==> images/registers.png <==
Drawn at 4 px/µm. Other sequential cells in the stronger gray, the rest of the logic in the fainter gray.
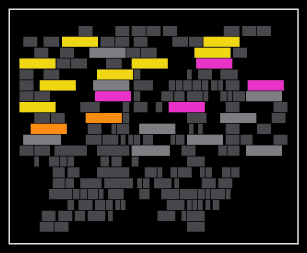
==> images/final_clocks.png <==
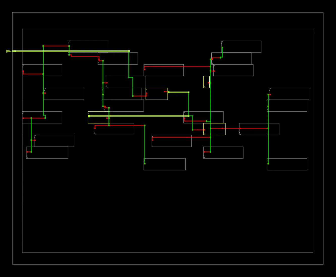
==> images/port_nets.png <==
Drawn at 6 px/µm.
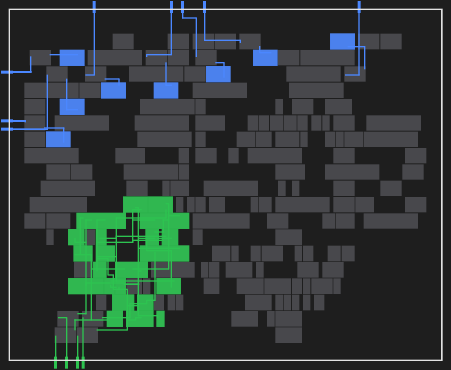
==> images/metal_stack.png <==
Drawn at 4 px/µm.
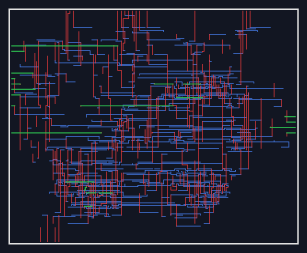
==> images/gate_families.png <==
Drawn at 4 px/µm.
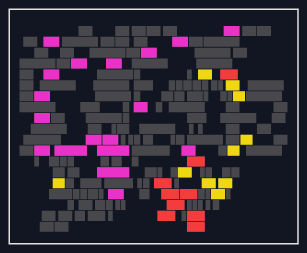
===== src/rtl/fifo_rd_arb_pkg.sv =====
// rtl/fifo_rd_arb_pkg.sv - shared constants and FSM state type for the FIFO read arbiter
// Package definitions:
//   DATASIZE, ADDRSIZE : async FIFO word width and address width
//   NREQ               : default number of read-side consumers
//   BURST_LEN          : default maximum words per grant (the enum below owns the name BURST)
//   arb_state_t        : arbiter FSM state, IDLE or BURST
package definitions;
  localparam int DATASIZE  = 8;
  localparam int ADDRSIZE  = 4;
  localparam int NREQ      = 4;
  localparam int BURST_LEN = 8;

  typedef enum logic {IDLE, BURST} arb_state_t;
endpackage


===== src/rtl/fifo_rd_arb_if.sv =====
// rtl/fifo_rd_arb_if.sv - FIFO read port plus consumer-side grant/data bundle
// Signals:
//   req[NREQ]         : level request per consumer
//   rempty, rdata     : FIFO empty flag (rclk domain) and head-of-FIFO word
//   rinc              : FIFO pop strobe
//   gnt[NREQ]         : one-hot current grant, zero when idle
//   dout, dout_valid  : registered popped word and its one-cycle valid
//   dout_id           : requester index that owns dout
//   busy              : a burst is in progress
// Modports: master = FIFO/consumer side, slave = arbiter.
interface fifo_rd_arb_if #(
  parameter int NREQ     = definitions::NREQ,
  parameter int DATASIZE = definitions::DATASIZE
);
  localparam int IDW = $clog2(NREQ);

  logic [NREQ-1:0]     req;
  logic                rempty;
  logic [DATASIZE-1:0] rdata;
  logic                rinc;
  logic [NREQ-1:0]     gnt;
  logic [DATASIZE-1:0] dout;
  logic                dout_valid;
  logic [IDW-1:0]      dout_id;
  logic                busy;

  modport master (
    output req, rempty, rdata,
    input  rinc, gnt, dout, dout_valid, dout_id, busy
  );

  modport slave (
    input  req, rempty, rdata,
    output rinc, gnt, dout, dout_valid, dout_id, busy
  );
endinterface


===== src/rtl/fifo_rd_arb_pick.sv =====
// rtl/fifo_rd_arb_pick.sv - combinational round-robin picker (module rr_arb_pick)
// Ports:
//   req[NREQ]     : in  - request vector
//   last[IDW]     : in  - index granted most recently
//   pick[NREQ]    : out - one-hot first asserted request searching upward from last+1
//   pick_idx[IDW] : out - index of pick (0 when no request)
module rr_arb_pick #(
  parameter int NREQ = definitions::NREQ,
  parameter int IDW  = $clog2(NREQ)
) (
  input  logic [NREQ-1:0] req,
  input  logic [IDW-1:0]  last,
  output logic [NREQ-1:0] pick,
  output logic [IDW-1:0]  pick_idx
);
  logic           found;
  logic [IDW-1:0] j;

  // Walk last+1 .. last+NREQ modulo NREQ; the final step wraps back to last
  // itself so a lone requester is re-granted.
  always_comb begin
    pick     = '0;
    pick_idx = '0;
    found    = 1'b0;
    j        = '0;
    for (int i = 1; i <= NREQ; i++) begin
      j = IDW'((int'(last) + i) % NREQ);
      if (!found && req[j]) begin
        found    = 1'b1;
        pick[j]  = 1'b1;
        pick_idx = j;
      end
    end
  end
endmodule


===== src/rtl/fifo_rd_arb.sv =====
// rtl/fifo_rd_arb.sv - round-robin burst arbiter sharing one async-FIFO read port
// Ports:
//   rclk          : in  - read-domain clock
//   rrst          : in  - asynchronous active-high reset
//   bus           : fifo_rd_arb_if.slave - req/rempty/rdata in, rinc/gnt/dout/dout_valid/dout_id/busy out
//   stats_clr     : in  - (FIFO_RD_ARB_STATS_EN only) synchronous clear of word_cnt
//   word_cnt[NREQ]: out - (FIFO_RD_ARB_STATS_EN only) saturating 16-bit popped-word count per requester
// Optional feature macro: FIFO_RD_ARB_STATS_EN.
module fifo_rd_arb #(
  parameter int NREQ     = definitions::NREQ,
  parameter int BURST    = definitions::BURST_LEN,
  parameter int DATASIZE = definitions::DATASIZE
) (
  input  logic        rclk,
  input  logic        rrst,
`ifdef FIFO_RD_ARB_STATS_EN
  input  logic        stats_clr,
  output logic [15:0] word_cnt [NREQ],
`endif
  fifo_rd_arb_if.slave bus
);
  localparam int IDW = $clog2(NREQ);
  localparam int CW  = $clog2(BURST + 1);

  definitions::arb_state_t state, state_nxt;

  logic [IDW-1:0]  last;      // round-robin pointer, also the index of the active grant
  logic [CW-1:0]   cnt;       // words popped in the current grant
  logic [NREQ-1:0] gnt_q;
  logic            busy_q;
  logic [NREQ-1:0] pick;
  logic [IDW-1:0]  pick_idx;
  logic            pop;
  logic            burst_end;

  rr_arb_pick #(.NREQ(NREQ), .IDW(IDW)) u_pick (
    .req      (bus.req),
    .last     (last),
    .pick     (pick),
    .pick_idx (pick_idx)
  );

  always_ff @(posedge rclk or posedge rrst) begin
    if (rrst) state <= definitions::IDLE;
    else      state <= state_nxt;
  end

  // An empty FIFO only stalls the burst; dropping the granted request ends it
  // without a pop in that cycle.
  always_comb begin
    state_nxt = state;
    pop       = 1'b0;
    burst_end = 1'b0;
    case (state)
      definitions::IDLE: begin
        if (|bus.req) state_nxt = definitions::BURST;
      end
      definitions::BURST: begin
        pop       = bus.req[last] && !bus.rempty && (cnt < CW'(BURST));
        burst_end = !bus.req[last] || (pop && (cnt == CW'(BURST - 1)));
        if (burst_end) state_nxt = definitions::IDLE;
      end
      default: state_nxt = definitions::IDLE;
    endcase
  end

  assign bus.rinc = pop;
  assign bus.gnt  = gnt_q;
  assign bus.busy = busy_q;

  always_ff @(posedge rclk or posedge rrst) begin
    if (rrst) begin
      gnt_q  <= '0;
      busy_q <= 1'b0;
      last   <= IDW'(NREQ - 1);
      cnt    <= '0;
    end else if (state == definitions::IDLE) begin
      if (|bus.req) begin
        gnt_q  <= pick;
        last   <= pick_idx;
        cnt    <= '0;
        busy_q <= 1'b1;
      end
    end else begin
      if (pop) cnt <= cnt + 1'b1;
      if (burst_end) begin
        gnt_q  <= '0;
        busy_q <= 1'b0;
      end
    end
  end

  always_ff @(posedge rclk or posedge rrst) begin
    if (rrst) begin
      bus.dout       <= '0;
      bus.dout_valid <= 1'b0;
      bus.dout_id    <= '0;
    end else begin
      bus.dout_valid <= pop;
      if (pop) begin
        bus.dout    <= bus.rdata;
        bus.dout_id <= last;
      end
    end
  end

`ifdef FIFO_RD_ARB_STATS_EN
  // Clear wins over a same-cycle pop; counts stick at all-ones.
  always_ff @(posedge rclk or posedge rrst) begin
    if (rrst) begin
      for (int i = 0; i < NREQ; i++) word_cnt[i] <= '0;
    end else if (stats_clr) begin
      for (int i = 0; i < NREQ; i++) word_cnt[i] <= '0;
    end else if (pop && (word_cnt[last] != 16'hFFFF)) begin
      word_cnt[last] <= word_cnt[last] + 16'd1;
    end
  end
`endif
endmodule


===== src/flat_wrapper.sv =====
// flat-port wrapper written by rule: the top's interface ports become plain ports
module fifo_rd_arb_flat 
#(
  parameter int NREQ     = definitions::NREQ,
  parameter int BURST    = definitions::BURST_LEN,
  parameter int DATASIZE = definitions::DATASIZE
)
  (rclk, rrst, bus_req, bus_rempty, bus_rdata, bus_rinc, bus_gnt, bus_dout, bus_dout_valid, bus_dout_id, bus_busy);
  fifo_rd_arb_if #(.NREQ(NREQ), .DATASIZE(DATASIZE)) bus_i ();
  input  logic rclk;
  input  logic rrst;
  input wire logic [$bits(bus_i.req)-1:0] bus_req;
  input wire logic [$bits(bus_i.rempty)-1:0] bus_rempty;
  input wire logic [$bits(bus_i.rdata)-1:0] bus_rdata;
  output wire logic [$bits(bus_i.rinc)-1:0] bus_rinc;
  output wire logic [$bits(bus_i.gnt)-1:0] bus_gnt;
  output wire logic [$bits(bus_i.dout)-1:0] bus_dout;
  output wire logic [$bits(bus_i.dout_valid)-1:0] bus_dout_valid;
  output wire logic [$bits(bus_i.dout_id)-1:0] bus_dout_id;
  output wire logic [$bits(bus_i.busy)-1:0] bus_busy;
  assign bus_i.req = bus_req;
  assign bus_i.rempty = bus_rempty;
  assign bus_i.rdata = bus_rdata;
  assign bus_rinc = bus_i.rinc;
  assign bus_gnt = bus_i.gnt;
  assign bus_dout = bus_i.dout;
  assign bus_dout_valid = bus_i.dout_valid;
  assign bus_dout_id = bus_i.dout_id;
  assign bus_busy = bus_i.busy;
  fifo_rd_arb #(.NREQ(NREQ), .BURST(BURST), .DATASIZE(DATASIZE)) u_core (.rclk(rclk), .rrst(rrst), .bus(bus_i));
endmodule

===== config.mk =====
export PLATFORM = sky130hd
export DESIGN_NAME = fifo_rd_arb_flat
export DESIGN_NICKNAME = d
export VERILOG_FILES = /design/src/rtl/fifo_rd_arb_pkg.sv /design/src/rtl/fifo_rd_arb_if.sv /design/src/rtl/fifo_rd_arb_pick.sv /design/src/rtl/fifo_rd_arb.sv /design/src/flat_wrapper.sv
export SDC_FILE = /design/constraint.sdc
export NUM_CORES = 1
export LEC_CHECK = 0
export CELL_PAD_IN_SITES_DETAIL_PLACEMENT = 0
export CELL_PAD_IN_SITES_GLOBAL_PLACEMENT = 1
export CORE_ASPECT_RATIO = 0.8
export CORE_MARGIN = 2
export CORE_UTILIZATION = 42
export DETAILED_ROUTE_END_ITERATION = 10
export PLACE_DENSITY_LB_ADDON = 0.1
export REMOVE_ABC_BUFFERS = 1
export SLEW_MARGIN = 10
export SYNTH_ARGS = -nofsm -noshare
export SYNTH_HDL_FRONTEND = slang
export SYNTH_HIERARCHICAL = 1
export SYNTH_SLANG_ARGS = --single-unit

===== constraint.sdc =====
create_clock -name rclk -period 4.4 [get_ports rclk]
set_input_delay 0.66 -clock rclk [delete_from_list [all_inputs] [get_ports rclk]]
set_output_delay 0.66 -clock rclk [all_outputs]
set_load 0.05 [all_outputs]

==> flow_metrics.tcl <==
# metrics dict for downstream scripts
set metrics [dict create \
    drive_above_1_share 0.185 \
    yosys.cell_types.count 46 \
    postLayoutCellArea_um2 1910 \
    max-slew-margin-rel 0.425 \
    power_per_cell_area_nw_per_um2 775 \
    design.core.area_um2 3470 \
    time_the_final_worst_path_needs_with_i_o_delays_and_setup_ns 3.60 \
    cts_tree "yes" \
    htree_levels 1 \
    floorplan.die_area_um2 4190 \
    cap_violations 0 \
    slew_viol_final 0 \
    num-nets-final 198 \
    worst_setup_path_startpoint "bus_req[3]" \
    cp_cell_sequence "clkdlybuf4s50_1 -> mux4_2 -> and2_4 -> clkdlybuf4s50_1" \
    transition_time_at_the_pin_with_the_least_slew_margin_ns 0.862 \
    worstHoldPathType "register to register" \
    flop2flop_setup_slack_ns 1.65 \
    n_diodes 0 \
    outcome "complete, no violations" \
    fmaxAchievable_ghz 0.278 \
    io_buffer_count 31 \
    postRouteAntennaNets 0 \
    postSynthCellCount 144 \
    mostFrequentLayoutCells "sky130_fd_sc_hd__clkdlybuf4s50_1, sky130_fd_sc_hd__dfrtp_1, sky130_fd_sc_hd__mux2_2, sky130_fd_sc_hd__nand2_1, sky130_fd_sc_hd__ha_1" \
    cts_hold_repair.buffers 0 \
    p_sw_frac 0.483 \
    stage_log_warnings 32 \
    clockBufferDepth 2 \
    reg2reg_depth 8 \
    insertion_delay_ns 0.26 \
    totalNegativeSetupSlack_ns 0 \
    setup_viol 0 \
    arrival_ns 2.94 \
    place.gp.congestion 0.833 \
    synth-area-yosys_um2 1550 \
    drc_errors 0 \
    row_count 19 \
    die-height_um 58.3 \
    floorplan.initialDensity 0.446 \
    ctsRootBufferMaster "sky130_fd_sc_hd__clkbuf_8" \
    grt_antenna_before_repair 0 \
    worstReg2RegEnd "u_core/bus.gnt[1]" \
    yosysWarningCount 6 \
    placed_area_um2 1860 \
    post_cts_resize_count 0 \
    floorplan.die.width_um 71.8 \
    postRouteWirelength_mm 3.16 \
    worst-path-buf-inv 2 \
    layout.filler_cells 300 \
    power_switching_mw 0.713 \
    grt_first_pass_wirelength_mm 5.43 \
    finalWorstSetupSlack_ns 0.801 \
    largest_register "u_core/bus.dout" \
    drt-vias-per-instance 5.76 \
    critical-path-slowest-cell "sky130_fd_sc_hd__clkdlybuf4s50_1" \
    worst_setup_hold_path_clk_slew_ns 0.07 \
    worst_hold_path.num_cells 1 \
    pre_cts_ws_ns 0.811 \
    yosysCellCount 144 \
    synth_top_flop_cell "sky130_fd_sc_hd__dfrtp_1" \
    critical-path-top-cell-by-count "sky130_fd_sc_hd__clkdlybuf4s50_1" \
    internal-power_mw 0.763 \
    p_clk_frac 0.087 \
    layout_worst_path_cycle_share 0.818 \
    global_route.usage.total 0.165 \
    post_synth.cell_area_avg_um2 10.7 \
    timing.critical_path.slowest_cell_delay_ns 0.83 \
    dr.first_iter.drc_count 159 \
    multi_input_comb_area_um2 893 \
    cp-end-kind "output port" \
    netlist_area_pre_place_um2 1550 \
    number_of_global_route_vias_before_repair 1166 \
    timing.critical_path.max_delay_family "buffers and inverters" \
    critical_path.reg2reg.startpoint "u_core/last[0]" \
    ir_worst_vdd_v 0.000450 \
    final_layout_top_logic_cell "sky130_fd_sc_hd__clkdlybuf4s50_1" \
    power.leakage_nw 0.817 \
    setup_repair_after_global_routing_missed_its_margin "false" \
    postCtsSetupRepairBufs 0 \
    path_class "primary input to output port" \
    hp-start "u_core/bus.dout_id[1]" \
    comb_power_share 0.631 \
    maximum_number_of_pins_on_one_net_before_global_route_repair 24 \
    via_count 1239 \
    overflow 0 \
    regArea_um2 578 \
    post-dp-hpwl_mm 2.29 \
    proportion_of_register_bits_with_asynchronous_set_or_reset_after_synthesis 1.00 \
    wl_per_cell_um 14.7 \
    finish.utilization 0.549 \
    area_delta_synth_final_pct 23.2 \
    ys_seq_frac 0.374 \
    hold_path_end "u_core/bus.dout_id[1]" \
    worst_setup_path_start_kind "primary input" \
    finClkSkew_ns 0.00479 \
    synth-seq-cells 23 \
    largest_register_ffs 8 \
    hold_viol 0 \
    design.portCount 32 \
    numCtsBuffers 3 \
    enable_flop_cells 0 \
    crit_fanout 13 \
    cp_data_required_time_ns 3.74 \
    firstDrtPassIters 4 \
    power.share.sequential 0.281 \
]
-- registers.png (at the start) --
legend:
  orange:
    name_in_the_netlist: `u_core/bus.dout_id`
    flops: 2
  yellow:
    name_in_the_netlist: `u_core/bus.dout`
    flops: 8
  magenta:
    name_in_the_netlist: `u_core/cnt`
    flops: 4

-- final_clocks.png (at the start) --
P_clk: 0.129 mW
total clock sinks: 23

-- port_nets.png (at the start) --
legend:
  green:
    port: `bus_req`
    bits: 4
    direction: input
    end_cells: 22
    wire: 279 µm
  blue:
    port: `bus_rdata`
    bits: 8
    direction: input
    end_cells: 8
    wire: 118 µm

-- metal_stack.png (at the start) --
legend:
  red:
    layer: met2
    wire_length: 1320 µm
  blue:
    layer: met1
    wire_length: 1700 µm
  green:
    layer: met3
    wire_length: 135 µm

-- gate_families.png (at the start) --
legend:
  red:
    family: adder and majority cells
    cells: 9
    most_used: ha_1
  yellow:
    family: AND-OR and OR-AND gates
    cells: 10
    most_used: a221o_1
  magenta:
    family: multiplexers
    cells: 18
    most_used: mux2_2

[final cells by class]
type,count,share of cell area
clock buffer,4,0.0236
inverter,7,0.0138
multi-input combinational,108,0.469
sequential,23,0.303
tap,42,0.0276
timing repair buffer,31,0.163
[cells by family (layout without fill, tap and decap cells)]
group                      after synthesis  count (layout)  synth area share
and+or+nand+nor                         40              40             0.151
buffers and inverters                   13              42            0.0485
AOI/OAI and AO/OA                       41              41             0.202
DFF                                     23              23             0.374
muxes                                   18              18             0.151
adders and majority gates                9               9            0.0728
[how the worst max path moves through the flow]
stage                         to  slack [ns]  depth (start not counted)
2_1_floorplan  u_core/bus.gnt[0]        1.91                          8
3_3_place_gp            bus_rinc        0.87                          4
3_5_place_dp            bus_rinc        0.81                          4
4_1_cts                 bus_rinc        0.81                          4
5_1_grt                 bus_rinc        0.73                          4
6_report                bus_rinc        0.80                          4
[cell usage after synthesis (2+ instances only)]
cell / n / area share
sky130_fd_sc_hd__nand2_1: 13 / 0.032
sky130_fd_sc_hd__buf_6: 3 / 0.022
sky130_fd_sc_hd__nor2_1: 5 / 0.012
sky130_fd_sc_hd__inv_1: 6 / 0.015
sky130_fd_sc_hd__and3_1: 3 / 0.012
sky130_fd_sc_hd__mux4_2: 3 / 0.044
sky130_fd_sc_hd__and3b_1: 2 / 0.011
sky130_fd_sc_hd__nor3b_1: 2 / 0.0097
sky130_fd_sc_hd__dfstp_2: 2 / 0.034
sky130_fd_sc_hd__clkbuf_1: 2 / 0.0049
sky130_fd_sc_hd__o21ai_1: 6 / 0.019
sky130_fd_sc_hd__a211o_1: 3 / 0.017
sky130_fd_sc_hd__a221o_1: 5 / 0.032
sky130_fd_sc_hd__a21oi_1: 7 / 0.023
sky130_fd_sc_hd__mux2_2: 13 / 0.095
sky130_fd_sc_hd__and4_2: 3 / 0.019
sky130_fd_sc_hd__dfrtp_1: 21 / 0.34
sky130_fd_sc_hd__mux2i_1: 2 / 0.013
sky130_fd_sc_hd__ha_1: 9 / 0.073
sky130_fd_sc_hd__o21ai_0: 7 / 0.023
sky130_fd_sc_hd__nand3_1: 2 / 0.0065
[metal layers]
metal  global-route usage  part of all wire
met5                    0                 0
met4               0.0243                 0
met3               0.0470             0.042
met2                0.241              0.42
met1                0.250              0.54
[worst reg2reg max path: cells and delay by family, from the launching register on]
kind,cells,cell delay [ns]
compound gates,3,0.55
flops,1,0.77
mux,1,0.44
buf+inv,1,0.17
fa+ha+maj,1,0.43
simple gates,2,0.29
[metrics by stage]
step | total power, mW | cells | hold slack (ns)
after detailed placement | 1.35 | 211 | 0.495
after global placement | 1.34 | 211 | 0.488
final | 1.48 | 215 | 0.510
after floorplan | 1.09 | 138 | 0.454
after global routing | 1.58 | 215 | 0.526
after CTS | 1.48 | 215 | 0.513
[power groups by stage]
stage / logic (mW) / registers (mW) / clock network, mW
global route: 1.00 / 0.436 / 0.143
global placement: 0.928 / 0.416 / 0
CTS: 0.931 / 0.417 / 0.133
finish: 0.932 / 0.415 / 0.129
floorplan: 0.473 / 0.615 / 0
detailed placement: 0.927 / 0.420 / 0
Power and IR drop assume default switching activity.
